**config.mk**
```make
export PLATFORM = sky130hd
export DESIGN_NAME = paper_sequencer
export DESIGN_NICKNAME = d
export VERILOG_FILES = /design/src/rtl/paper_sequencer.sv
export SDC_FILE = /design/constraint.sdc
export NUM_CORES = 1
export LEC_CHECK = 0
export ABC_CLOCK_PERIOD_IN_PS = 1500
export CORE_MARGIN = 5
export CORE_UTILIZATION = 32
export DETAILED_ROUTE_END_ITERATION = 12
export PLACE_DENSITY = 0.7
export SLEW_MARGIN = 5
export SYNTH_ARGS = -nofsm -noshare
export SYNTH_HDL_FRONTEND = slang
export SYNTH_SLANG_ARGS = --single-unit
```
**constraint.sdc**
```tcl
create_clock -name clk -period 1.5 [get_ports clk]
set_input_delay 0.3 -clock clk [delete_from_list [all_inputs] [get_ports clk]]
set_output_delay 0.3 -clock clk [all_outputs]
set_load 0.01 [all_outputs]
```
**src/rtl/paper_sequencer.sv**
```systemverilog
// Fetch/decode/execute sequencer for the 2-bit-opcode paper processor.
// Fetches over req/ack, strobes inc/dec into the datapath, resolves JNO from reg_zero.
module paper_sequencer #(
    parameter int PC_W      = 4,
    parameter int REG_SEL_W = 2,
    parameter int CNT_W     = 8
) (
    input  logic                 clk,
    input  logic                 rst,
    input  logic                 start,
    input  logic                 force_halt,
    output logic                 imem_req,
    output logic [PC_W-1:0]      imem_addr,
    input  logic                 imem_ack,
    input  logic [2+REG_SEL_W+PC_W-1:0] imem_data,
    output logic [REG_SEL_W-1:0] reg_sel,
    output logic                 inc_en,
    output logic                 dec_en,
    input  logic                 reg_zero,
    output logic                 busy,
    output logic                 halted,
    output logic [PC_W-1:0]      pc,
    output logic [CNT_W-1:0]     instr_count
);

    // state  | meaning
    // IDLE   | waiting for start after reset
    // FETCH  | imem_req high, waiting for imem_ack
    // DECODE | latch force_halt and register select
    // EXEC   | strobe datapath, update pc, retire instruction
    // HALT   | HLT executed, waiting for start
    localparam int IW = 2 + REG_SEL_W + PC_W;

    localparam logic [1:0] OP_INC = 2'b00;
    localparam logic [1:0] OP_DEC = 2'b01;
    localparam logic [1:0] OP_JNO = 2'b10;

    typedef enum logic [2:0] {
        S_IDLE,
        S_FETCH,
        S_DECODE,
        S_EXEC,
        S_HALT
    } state_t;

    state_t                 state, state_nx;
    logic [PC_W-1:0]        pc_nx;
    logic [IW-1:0]          ir, ir_nx;
    logic [CNT_W-1:0]       cnt_nx;
    logic                   force_halt_q, force_halt_nx;
    logic [REG_SEL_W-1:0]   reg_sel_nx;

    logic [1:0]             ir_op;
    logic [REG_SEL_W-1:0]   ir_reg;
    logic [PC_W-1:0]        ir_tgt;
    logic [1:0]             eff_op;

    assign ir_op  = ir[IW-1 -: 2];
    assign ir_reg = ir[PC_W +: REG_SEL_W];
    assign ir_tgt = ir[PC_W-1:0];
    assign eff_op = ir_op | {2{force_halt_q}};

    always_ff @(posedge clk or posedge rst) begin
        if (rst) begin
            state        <= S_IDLE;
            pc           <= '0;
            ir           <= '0;
            instr_count  <= '0;
            force_halt_q <= 1'b0;
            reg_sel      <= '0;
        end else begin
            state        <= state_nx;
            pc           <= pc_nx;
            ir           <= ir_nx;
            instr_count  <= cnt_nx;
            force_halt_q <= force_halt_nx;
            reg_sel      <= reg_sel_nx;
        end
    end

    always_comb begin
        state_nx      = state;
        pc_nx         = pc;
        ir_nx         = ir;
        cnt_nx        = instr_count;
        force_halt_nx = force_halt_q;
        reg_sel_nx    = reg_sel;
        imem_req      = 1'b0;
        inc_en        = 1'b0;
        dec_en        = 1'b0;
        case (state)
            S_IDLE, S_HALT: begin
                if (start) begin
                    state_nx = S_FETCH;
                    pc_nx    = '0;
                    cnt_nx   = '0;
                end
            end
            S_FETCH: begin
                imem_req = 1'b1;
                if (imem_ack) begin
                    ir_nx    = imem_data;
                    state_nx = S_DECODE;
                end
            end
            S_DECODE: begin
                force_halt_nx = force_halt;
                reg_sel_nx    = ir_reg;
                state_nx      = S_EXEC;
            end
            S_EXEC: begin
                // saturating retire counter; HLT retires too
                cnt_nx   = (&instr_count) ? instr_count : instr_count + 1'b1;
                state_nx = S_FETCH;
                case (eff_op)
                    OP_INC: begin
                        inc_en = 1'b1;
                        pc_nx  = pc + 1'b1;
                    end
                    OP_DEC: begin
                        dec_en = 1'b1;
                        pc_nx  = pc + 1'b1;
                    end
                    OP_JNO: pc_nx = reg_zero ? pc + 1'b1 : ir_tgt;
                    default: state_nx = S_HALT;
                endcase
            end
            default: state_nx = S_IDLE;
        endcase
    end

    assign imem_addr = pc;
    assign busy      = (state == S_FETCH) || (state == S_DECODE) || (state == S_EXEC);
    assign halted    = (state == S_HALT);

endmodule

```
Met1 routing:
Scale: 4 px per µm. Supply wires on this layer in grey.
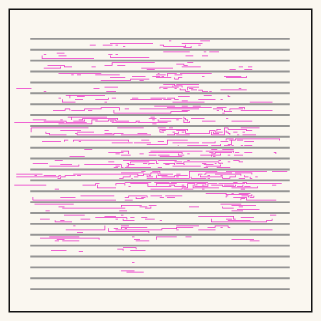
main direction: horizontal
nets with wire on the layer: 183
longest straight run: 20.7 µm
share of all routed wire: 39%
vias: 1266
Routed Wire Length: 4.016 mm
GR Layer Usage met1: 0.1625

Gate-type map:
Scale: 6 px per µm.
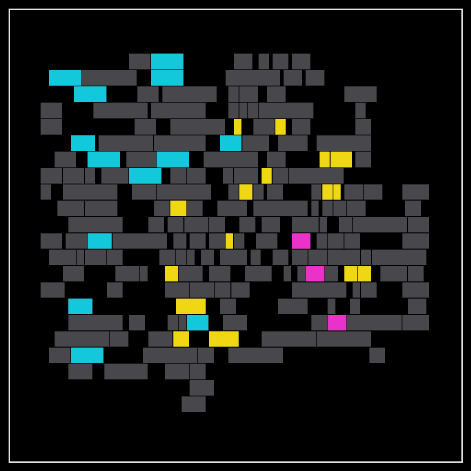
| family | colour | cells |
|---|---|---|
| nand cells | yellow | 16 |
| mux cells | cyan | 13 |
| xor and xnor cells | magenta | 3 |
multi-input combinational area share: 0.3349
final cell count without fillers: 243
Top cell excl fill/tap: sky130_fd_sc_hd__buf_4

==> impl_summary.log <==
[flow] collecting metrics
INFO  metric outcome = finished with violations
INFO  metric violations = setup timing
INFO  metric power.switching_fraction = 0.3611
INFO  metric synth.yosys.seq_area_share = 0.4779
INFO  metric layout_top_cells = sky130_fd_sc_hd__buf_4, sky130_fd_sc_hd__dfrtp_1, sky130_fd_sc_hd__clkdlybuf4s50_1, sky130_fd_sc_hd__buf_6, sky130_fd_sc_hd__dlygate4sd2_1
INFO  metric num-fill-cells = between 300 and 400
INFO  metric final_critical_path_setup_slack = -0.08299 ns
INFO  metric die_width = about 75 µm
INFO  metric dpl.cell_count = between 200 and 250
INFO  metric total_switching_power = 1377 µW
INFO  metric timing.setup.critical_path_class = flip-flop to output pin
INFO  metric met3_wirelength = ~250 µm
INFO  metric route.detailed.vias_per_inst = around 5.2
INFO  metric xor_share = 0.01930
INFO  metric synthAdderAreaFrac = 0.01838
INFO  metric setup_viol = 13
INFO  metric share_of_final_layout_standard_cells_stronger_than_drive_strength_1 = 0.3938
INFO  metric clock_path_buffers = 2
INFO  metric hpwlAfterDp = 2.690 mm
INFO  metric crit_fanout = 3
INFO  metric drv.max_cap_violation_count = 0
INFO  metric worst_r2r_path_depth = 5
INFO  metric floorplan.io_pins = 37
INFO  metric power_frac_clock = 0.121
INFO  metric place_worst_setup_slack = -0.2188 ns
INFO  metric antenna_violating_nets_post_route = 0
INFO  metric postLayoutCellArea = 2193 µm²
INFO  metric antenna_violations_before_repair = 0
Close-up of the layout:
Region (23, 38) to (53, 68) µm. Cells in grey, sequential cells in the stronger grey; small squares are vias.
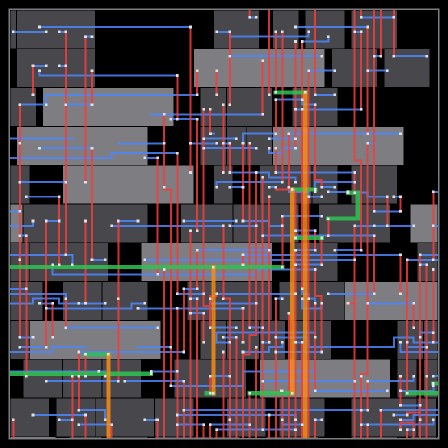
| layer | colour |
|---|---|
| M2 | red |
| M1 | blue |
| M4 | orange |
| M3 | green |
most frequent: buf_4 (10), dfrtp_1 (9), dlygate4sd2_1 (8)
netlist names of flops here include: ir (4), imem_addr (3)
cells with their middle in the window: 61
sequential cells in the window: 9

Metal layers overlaid:
Scale: 4 px per µm. Two of the layers only.
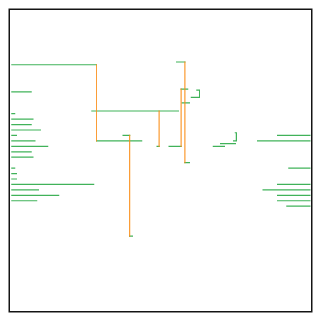
| layer | colour | wire length |
|---|---|---|
| M4 | orange | 92.5 µm |
| M3 | green | 245 µm |
global router's overall resource usage: 0.1393
routed wirelength normalized by instance count: 16.53 µm

-- final timing paths --
kind                                          startpoint                        to
worst max-delay path                state[2]$_DFFE_PP0P_                    dec_en
worst min-delay path                                 rst    reg_sel[0]$_DFFE_PP0P_
worst max register to register  force_halt_q$_DFFE_PP0P_  imem_addr[1]$_DFFE_PP0P_
worst min register to register    reg_sel[1]$_DFFE_PP0P_    reg_sel[1]$_DFFE_PP0P_
max in group asynchronous                            rst         ir[3]$_DFFE_PP0P_
min in group clk                  reg_sel[1]$_DFFE_PP0P_    reg_sel[1]$_DFFE_PP0P_
-- worst register-to-register path: cells and delay by family (launching register included) --
kind / cells / cell delay (ns)
buffers and inverters: 2 / 0.33
muxes: 1 / 0.24
and+or+nand+nor: 1 / 0.32
DFF: 1 / 0.44
AOI/OAI and AO/OA: 1 / 0.09
-- per-stage QoR --
stage	TNS (ns)	power, µW	util
floorplan	0	2141	-
global placement	-1.392	2892	0.4702
detailed placement	-1.998	2963	0.4702
CTS	-0.2364	3596	0.5106
global route	-0.9726	4030	0.5405
finish	-0.2584	3814	0.5405
-- power by group through the flow --
stage / registers (µW) / clock network [µW] / logic (µW)
floorplan: 1200 / 0 / 944
global placement: 1160 / 0 / 1730
detailed placement: 1180 / 0 / 1780
CTS: 1160 / 475 / 1970
global route: 1200 / 499 / 2340
finish: 1160 / 460 / 2190
-- layout make-up --
class	count	area (µm²)	share of cell area
Multi-Input combinational cell	86	734.5	0.3349
Timing Repair Buffer	73	675.6	0.3080
Sequential cell	26	650.6	0.2966
Tap cell	50	62.56	0.02852
Clock buffer	4	55.05	0.02510
Inverter	4	15.01	0.006845
-- logic make-up after synthesis --
logic type                 Yosys count
and+or+nand+nor                     42
DFF                                 26
AOI/OAI and AO/OA                   25
muxes                               13
buffers and inverters               12
xor gates and xnor gates             3
adders and majority gates            2
Power figures rest on the tool's default switching activity, not on a simulated workload.
